==> config.mk <==
export PLATFORM = sky130hd
export DESIGN_NAME = pipe_hazard_ctrl
export DESIGN_NICKNAME = d
export VERILOG_FILES = /design/src/rtl/pipe_hazard_ctrl.sv
export SDC_FILE = /design/constraint.sdc
export NUM_CORES = 1
export LEC_CHECK = 0
export ABC_AREA = 1
export CORE_ASPECT_RATIO = 2
export CORE_MARGIN = 8
export CORE_UTILIZATION = 53
export CTS_BUF_LIST = sky130_fd_sc_hd__clkbuf_8
export DETAILED_ROUTE_END_ITERATION = 6
export GPL_ROUTABILITY_DRIVEN = 0
export HOLD_SLACK_MARGIN = 0.08
export PLACE_DENSITY = 0.87
export REMOVE_ABC_BUFFERS = 1
export SLEW_MARGIN = 10
export SYNTH_ARGS = -nofsm -noshare
export SYNTH_HDL_FRONTEND = slang
export SYNTH_SLANG_ARGS = --single-unit
==> constraint.sdc <==
create_clock -name clk -period 4.1 [get_ports clk]
set_input_delay 0.41 -clock clk [delete_from_list [all_inputs] [get_ports clk]]
set_output_delay 0.41 -clock clk [all_outputs]
set_load 0.005 [all_outputs]
==> src/rtl/pipe_hazard_ctrl.sv <==
// Pipeline sequencer for the 5-stage core: per-stage enables/flushes, load-use bubbles,
// redirect squash, memory-busy freeze, HALT drain, and a saturating stall-cycle counter.
`timescale 1ns/1ps
module pipe_hazard_ctrl #(
  parameter int REG_AW       = 3,
  parameter int DRAIN_CYCLES = 3,
  parameter int CNT_W        = 16
) (
  input  logic              clk,
  input  logic              rst,
  input  logic              id_valid,
  input  logic [REG_AW-1:0] id_rs,
  input  logic [REG_AW-1:0] id_rt,
  input  logic              id_use_rs,
  input  logic              id_use_rt,
  input  logic              id_halt,
  input  logic              ex_valid,
  input  logic              ex_mem_read,
  input  logic              ex_reg_write,
  input  logic [REG_AW-1:0] ex_rd,
  input  logic              ex_redirect,
  input  logic              mem_busy,
  output logic              pc_en,
  output logic              if_id_en,
  output logic              id_ex_en,
  output logic              ex_mem_en,
  output logic              if_id_flush,
  output logic              id_ex_flush,
  output logic              halted,
  output logic [CNT_W-1:0]  stall_cnt
);

  localparam int DW = (DRAIN_CYCLES > 2) ? $clog2(DRAIN_CYCLES) : 1;
  localparam logic [1:0]       ST_RUN     = 2'd0;
  localparam logic [1:0]       ST_DRAIN   = 2'd1;
  localparam logic [1:0]       ST_HALTED  = 2'd2;
  localparam logic [DW-1:0]    DRAIN_LOAD = DW'(DRAIN_CYCLES - 1);
  localparam logic [CNT_W-1:0] CNT_MAX    = '1;

  logic [1:0]       r_state;
  logic [1:0]       w_state_next;
  logic [DW-1:0]    r_drain_cnt;
  logic [DW-1:0]    w_drain_next;
  logic             r_halted;
  logic [CNT_W-1:0] r_stall_cnt;
  logic             w_load_use;
  logic             w_stall_inc;

  assign w_load_use = id_valid & ex_valid & ex_mem_read & ex_reg_write &
                      ((id_use_rs & (id_rs == ex_rd)) | (id_use_rt & (id_rt == ex_rd)));

  always_comb begin
    pc_en        = 1'b0;
    if_id_en     = 1'b0;
    id_ex_en     = 1'b0;
    ex_mem_en    = 1'b0;
    if_id_flush  = 1'b0;
    id_ex_flush  = 1'b0;
    w_state_next = r_state;
    w_drain_next = r_drain_cnt;
    w_stall_inc  = 1'b0;
    if (rst) begin
      if_id_flush = 1'b1;
      id_ex_flush = 1'b1;
    end else begin
      case (r_state)
        ST_RUN: begin
          if (mem_busy) begin
            // Full freeze; a pending redirect stays in EX and is re-seen next cycle.
            w_stall_inc = 1'b1;
          end else if (ex_redirect) begin
            pc_en       = 1'b1;
            if_id_en    = 1'b1;
            id_ex_en    = 1'b1;
            ex_mem_en   = 1'b1;
            if_id_flush = 1'b1;
            id_ex_flush = 1'b1;
          end else if (w_load_use) begin
            id_ex_en    = 1'b1;
            id_ex_flush = 1'b1;
            ex_mem_en   = 1'b1;
            w_stall_inc = 1'b1;
          end else if (id_valid && id_halt) begin
            if_id_en     = 1'b1;
            if_id_flush  = 1'b1;
            id_ex_en     = 1'b1;
            ex_mem_en    = 1'b1;
            w_state_next = ST_DRAIN;
            w_drain_next = DRAIN_LOAD;
          end else begin
            pc_en     = 1'b1;
            if_id_en  = 1'b1;
            id_ex_en  = 1'b1;
            ex_mem_en = 1'b1;
          end
        end
        ST_DRAIN: begin
          id_ex_en    = 1'b1;
          id_ex_flush = 1'b1;
          ex_mem_en   = ~mem_busy;
          if (!mem_busy) begin
            if (r_drain_cnt == '0) begin
              w_state_next = ST_HALTED;
            end else begin
              w_drain_next = r_drain_cnt - 1'b1;
            end
          end
        end
        ST_HALTED: begin
        end
        default: begin
          w_state_next = ST_RUN;
          w_drain_next = '0;
        end
      endcase
    end
  end

  always_ff @(posedge clk) begin
    if (rst) begin
      r_state     <= ST_RUN;
      r_drain_cnt <= '0;
      r_halted    <= 1'b0;
      r_stall_cnt <= '0;
    end else begin
      r_state     <= w_state_next;
      r_drain_cnt <= w_drain_next;
      r_halted    <= (w_state_next == ST_HALTED);
      if (w_stall_inc && (r_stall_cnt != CNT_MAX)) begin
        r_stall_cnt <= r_stall_cnt + 1'b1;
      end
    end
  end

  assign halted    = r_halted;
  assign stall_cnt = r_stall_cnt;

endmodule

==> metrics.cfg, run 1 <==
[critical_path]
crit_path_max_incr_delay_ns=0.96
reg2reg_from=stall_cnt[0]
worstPathRequired_ns=3.69
crit_path_start_kind=primary input

[placed_design]
dpl-instance-area_mm2=0.00195

[power_and_ir_drop]
power.share.sequential_pct=48.6
power.clock.total_uw=141
power_frac_clock_pct=32.9
pg_seq_uw=209

[clock_network]
cts_tree=yes
clk_transition_reported_paths_ns=0.08

[global_route]
global_route.usage.met2_pct=33.4
grt_pass1_vias=1786
grt_use_met1_pct=15.9
most_used_layer_global_route=met2

[cells_and_area]
nFillCells=244
layout.cells.most_common=nand2_1

[route]
wirelength_mm=4.28
initialDrtViolationCount=44
firstDrtPassIters=4
detail_route.wirelength.met1_mm=1.59
final_antenna_net_count=0

[sta]
grt_setup_unrepaired=no
timing.setup.tns_ns=0
timing.final.crit_share_pct=66.5

[status]
outcome=complete, no violations

[run]
max_capacitance_violation_count=0

[min_path]
worst_hold_path.num_cells=2

-- run 1: flip-flops by register name (all words and copies together), names as in the netlist --
register and cells:
halted 1, r_drain_cnt 2, r_state 2, stall_cnt 16
-- run 1: Yosys cell counts (all sizes together) --
| cell type | count |
|---|---|
| nand2 | 74 |
| a31oi | 1 |
| nor3 | 9 |
| xor2 | 8 |
| nor2 | 27 |
| buf | 4 |
| a21oi | 20 |
| inv | 32 |
| clkbuf | 1 |
| dfxtp | 21 |
| xnor2 | 3 |
| ha | 2 |
| nand4 | 2 |
| nand3 | 26 |
| o21ai | 7 |
-- run 1: stage by stage --
stage	power, mW	setup slack (ns)
after CTS	0.427	1.35
after global routing	0.442	1.26
final	0.429	1.37
after global placement	0.292	1.39
after detailed placement	0.293	1.36
after floorplan	0.249	2.56
run_1/power_grid.png
Bar = 20 um. Pins as bars on the die edge. Tap cells in gray.
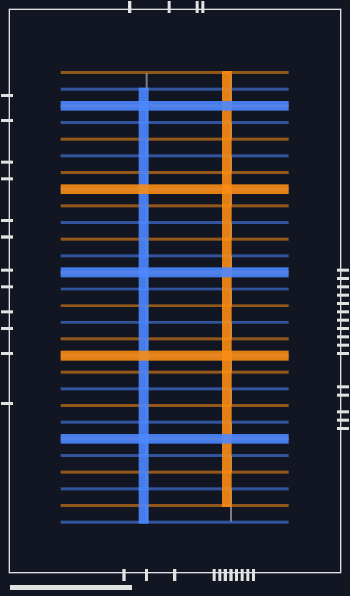
Key: orange = VDD; blue = VSS
5 straps on met5. 28 met1 rails follow the rows. 2 straps on met4. 29 tap cells. 43 signal pins sit on the boundary.
floorplan die width: 53.9 um
core box area: 0.00274 mm2
VDD IR max: 0.246 mV

run_1/placement_by_type.png
Bar = 20 um.
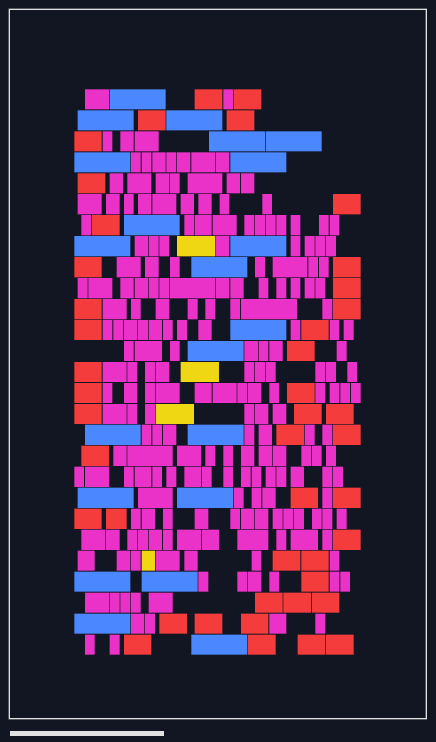
Key: red = remaining buffers and delay cells [cells 43, share of their area 22%]; magenta = combinational and other logic [cells 211, share of their area 54%]; blue = sequential cells [cells 21, share of their area 21%]; yellow = clock drivers and dummy loads [cells 4, share of their area 2.4%]
Site Rows: 27
final cell area excluding filler cells: 0.00199 mm2
register fraction of the total cell area: 21.1%
utilization after layout: 72.8%

run_1/clk_routes.png
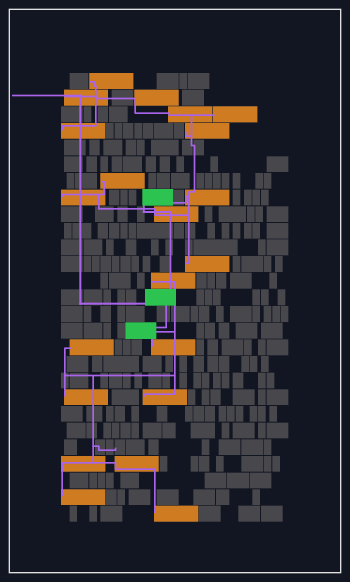
Key: orange = flip-flops [count 21]; purple = clock wires [length 304 um]; green = clock drivers [count 3]
There are 4 routed clock nets.

run_1/wires.png
Bar = 20 um. Two of the layers only.
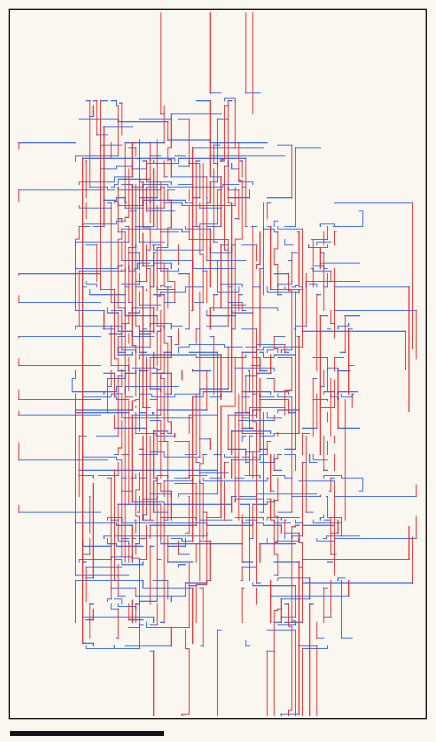

==> run 2, diff against run 1 <==
--- a/config.mk
+++ b/config.mk
@@ -8,12 +8,12 @@
 export ABC_AREA = 1
 export CORE_ASPECT_RATIO = 2
 export CORE_MARGIN = 8
-export CORE_UTILIZATION = 53
+export CORE_UTILIZATION = 45
 export CTS_BUF_LIST = sky130_fd_sc_hd__clkbuf_8
 export DETAILED_ROUTE_END_ITERATION = 6
 export GPL_ROUTABILITY_DRIVEN = 0
 export HOLD_SLACK_MARGIN = 0.08
-export PLACE_DENSITY = 0.87
+export PLACE_DENSITY = 0.79
 export REMOVE_ABC_BUFFERS = 1
 export SLEW_MARGIN = 10
 export SYNTH_ARGS = -nofsm -noshare
==> constraint.sdc (replaced) <==
create_clock -name clk -period 2.2 [get_ports clk]
set_input_delay 0.22 -clock clk [delete_from_list [all_inputs] [get_ports clk]]
set_output_delay 0.22 -clock clk [all_outputs]
set_load 0.005 [all_outputs]
run_2/wires.png
Bar = 20 um. Two of the layers only.
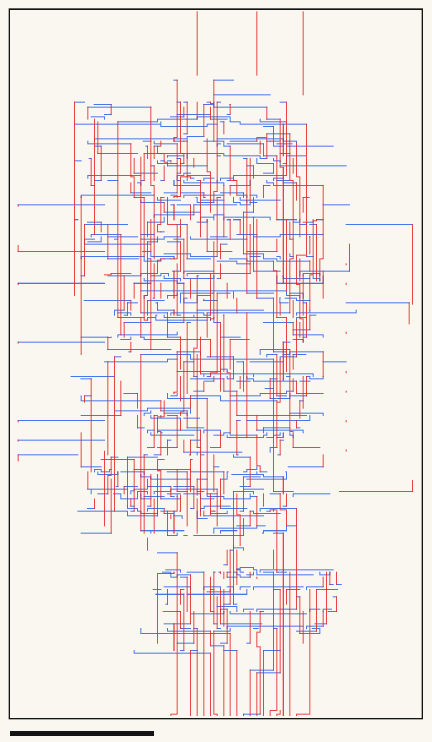
Key: red = metal 2 [wire length 1850 um]; blue = metal 1 [wire length 1730 um]

==> run 2 against run 1 <==
Critical path depth is 7 higher. Clock skew increased by 0.0017 ns. Sequential power grew 86%. Sequential share of layout area is 0.26 points lower. Worst hold slack better by 0.0098 ns. Critical path type unchanged. Critical endpoint is now pc_en. Largest cell class unchanged.
==> metrics.cfg, run 2 <==
[route]
initialDrtViolationCount=39  ; -11%
final_antenna_net_count=0  ; unchanged
firstDrtPassIters=4  ; unchanged
detail_route.wirelength.met1_mm=1.73  ; +9.1%

[critical_path]
reg2reg_from=stall_cnt[0]
crit_path_max_incr_delay_ns=0.49  ; -0.47 ns
worstPathRequired_ns=1.98  ; -1.71 ns

[sta]
grt_setup_unrepaired=no
timing.setup.tns_ns=0  ; unchanged
hold_viol_final=0
timing.final.crit_share_pct=91.4

[synthesis]
postSynth.topFlopCell=dfxtp_1
post_synth_arst_share_pct=0  ; unchanged
synth_stat.cells=237
yosys.cell_count.top_type=nand2_1
yosys-top-cells-count=nand2_1, inv_1, nor2_1
edf_count=0  ; unchanged

[floorplan]
floorplan.rows=30  ; +11%
die-width_um=57.2  ; +6.0%
core-area_mm2=0.00330  ; +21%

[power_and_ir_drop]
power_frac_clock_pct=32.0  ; -0.9 points
total_power_uw=790  ; +84%
power.share.sequential_pct=49.2  ; +0.6 points
power.clock.total_uw=253  ; +79%
peakVddDrop_mv=0.370  ; +51%
pg_seq_uw=389  ; +86%

[clock_network]
cts_tree=yes

[global_route]
most_used_layer_global_route=met2
grt_use_met1_pct=16.4  ; +0.56 points
global_route.usage.met2_pct=22.2  ; -11 points
grt_pass1_vias=1576  ; -12%

[cells_and_area]
largest_register_ff_count=16  ; unchanged
layout.cells.most_common=nand2_1
post-route-util_pct=61.1  ; -12 points
seq-cell-share_pct=20.8  ; -0.26 points

[run]
max_capacitance_violation_count=0  ; unchanged

[min_path]
worst_hold_path.num_cells=2  ; unchanged

[status]
outcome=complete, no violations

[run 2: cell counts after synthesis]
Identical to the previous run, type by type.
[run 2: logic make-up (layout without fill, tap and decap cells)]
kind of cell,after synthesis,after routing
flip-flops,21,21
AND-OR/OR-AND,28,28
AND/OR/NAND/NOR,138,138
buffers and inverters,37,81
XOR/XNOR,11,11
adder cells (fa/ha/maj),2,2
[run 2: stage by stage]
stage          hold WS (ns)  cells  setup WS (ns)  area, um2
5_1_grt               0.526    313         0.0564       2020
3_3_place_gp          0.480    309         0.0523       1970
2_1_floorplan         0.282    232          0.676       1480
3_5_place_dp          0.497    309         0.0131       1970
6_report              0.514    313          0.189       2020
4_1_cts               0.508    313         0.0131       2010
run_2/placement.png
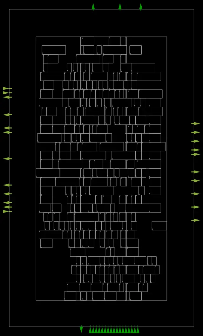

==> run 3, diff against run 2 <==
--- a/config.mk
+++ b/config.mk
@@ -8,12 +8,11 @@
 export ABC_AREA = 1
 export CORE_ASPECT_RATIO = 2
 export CORE_MARGIN = 8
-export CORE_UTILIZATION = 45
-export CTS_BUF_LIST = sky130_fd_sc_hd__clkbuf_8
+export CORE_UTILIZATION = 43
 export DETAILED_ROUTE_END_ITERATION = 6
 export GPL_ROUTABILITY_DRIVEN = 0
 export HOLD_SLACK_MARGIN = 0.08
-export PLACE_DENSITY = 0.79
+export PLACE_DENSITY = 0.76
 export REMOVE_ABC_BUFFERS = 1
 export SLEW_MARGIN = 10
 export SYNTH_ARGS = -nofsm -noshare
==> constraint.sdc (replaced) <==
create_clock -name clk -period 1.6 [get_ports clk]
set_input_delay 0.16 -clock clk [delete_from_list [all_inputs] [get_ports clk]]
set_output_delay 0.16 -clock clk [all_outputs]
set_load 0.005 [all_outputs]
run_3/placement.png
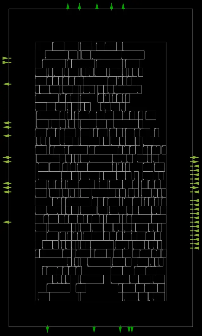
Site Rows: 30
number of sequential storage elements: 21
register fraction of the total cell area: 18.0%
count of fill cells added during filler insertion: 288
number of cells in the finished layout apart from fillers: 349

==> run 3 against run 2 <==
Via count rose by 13%. Worst hold slack got worse by 0.016 ns. Count of clock-buffer cells in the layout unchanged. Wire length grew 34%. Clock skew increased by 0.00068 ns. Register-to-register slack worse by 0.37 ns. Critical endpoint unchanged. Design area up 17%. Synthesized cell count unchanged. Highest routed layer unchanged. Sequential share of layout area shrank 2.8 points. Global-route usage is 4.1 points higher.
==> metrics.cfg, run 3 <==
[clock_network]
cts_tree=yes

[status]
outcome=complete, no violations

[sta]
grt_setup_unrepaired=yes
hold-worst-slack_ns=0.498  ; -0.0163 ns
max_clock_freq_mhz=639
hold_viol_final=0  ; unchanged
timing.setup.tns_ns=0  ; unchanged
timing.final.crit_share_pct=97.8

[cells_and_area]
largest_register_ff_count=16  ; unchanged
layout.cells.most_common=nand2_1

[critical_path]
worstPathRequired_ns=1.44  ; -0.54 ns
crit_path_max_incr_delay_ns=0.48  ; about the same
crit_chain=clkdlybuf4s50_1 -> nand2_1 -> nor2_4 -> nand3_4 -> buf_6 -> nand2_2 -> inv_1 -> clkdlybuf4s15_2
cp_data_arrival_time_ns=1.40
reg2reg_from=stall_cnt[1]
r2r_slack_ns=0.08

[power_and_ir_drop]
total_power_mw=1.16  ; +47%
power.share.sequential_pct=46.0  ; -3.2 points
power_frac_clock_pct=31.1  ; -0.9 points
pwr-share-comb_pct=22.8
peakVddDrop_mv=0.512  ; +38%

[run]
max_capacitance_violation_count=0  ; unchanged

[route]
firstDrtPassIters=4  ; unchanged
initialDrtViolationCount=41  ; +5.1%
detail_route.wirelength.met1_mm=1.83  ; +6.0%
final_antenna_net_count=0  ; unchanged

[min_path]
worst_hold_path.num_cells=2  ; unchanged

[synthesis]
yosys-top-cells-count=nand2_1, inv_1, nor2_1
post_synth_arst_share_pct=0  ; unchanged
postSynth.topFlopCell=dfxtp_1
edf_count=0  ; unchanged
synth_stat.cells=237  ; unchanged
yosys.cell_count.top_type=nand2_1
post_synth_and_or_nand_nor_area_fraction_pct=42.0

[floorplan]
core-area_mm2=0.00338  ; +2.3%

[global_route]
grt_pass1_vias=1893  ; +20%

[run 3: through the flow]
step	util [%]	setup slack (ns)	std cells	cell area [um2]
CTS	68.0	0.000241	348	2300
floorplan	-	0.0760	232	1480
detailed placement	64.9	-0.476	339	2190
global route	69.9	-0.0391	349	2360
finish	69.9	0.0352	349	2360
global placement	64.9	-0.493	339	2190
[run 3: power groups by stage]
stage	logic (mW)	registers, mW	clock network [mW]
6_report	0.265	0.534	0.361
5_1_grt	0.288	0.535	0.382
4_1_cts	0.254	0.532	0.373
3_5_place_dp	0.245	0.544	0
3_3_place_gp	0.241	0.544	0
2_1_floorplan	0.0921	0.546	0
[run 3: layer usage]
layer / vias to the layer above / track usage (%)
met4: 0 / 10.8
met1: 836 / 15.3
met3: 20 / 2.69
met2: 70 / 35.0
li1: 909 / -
met5: - / 0
Power is estimated from default activity; no workload was simulated.
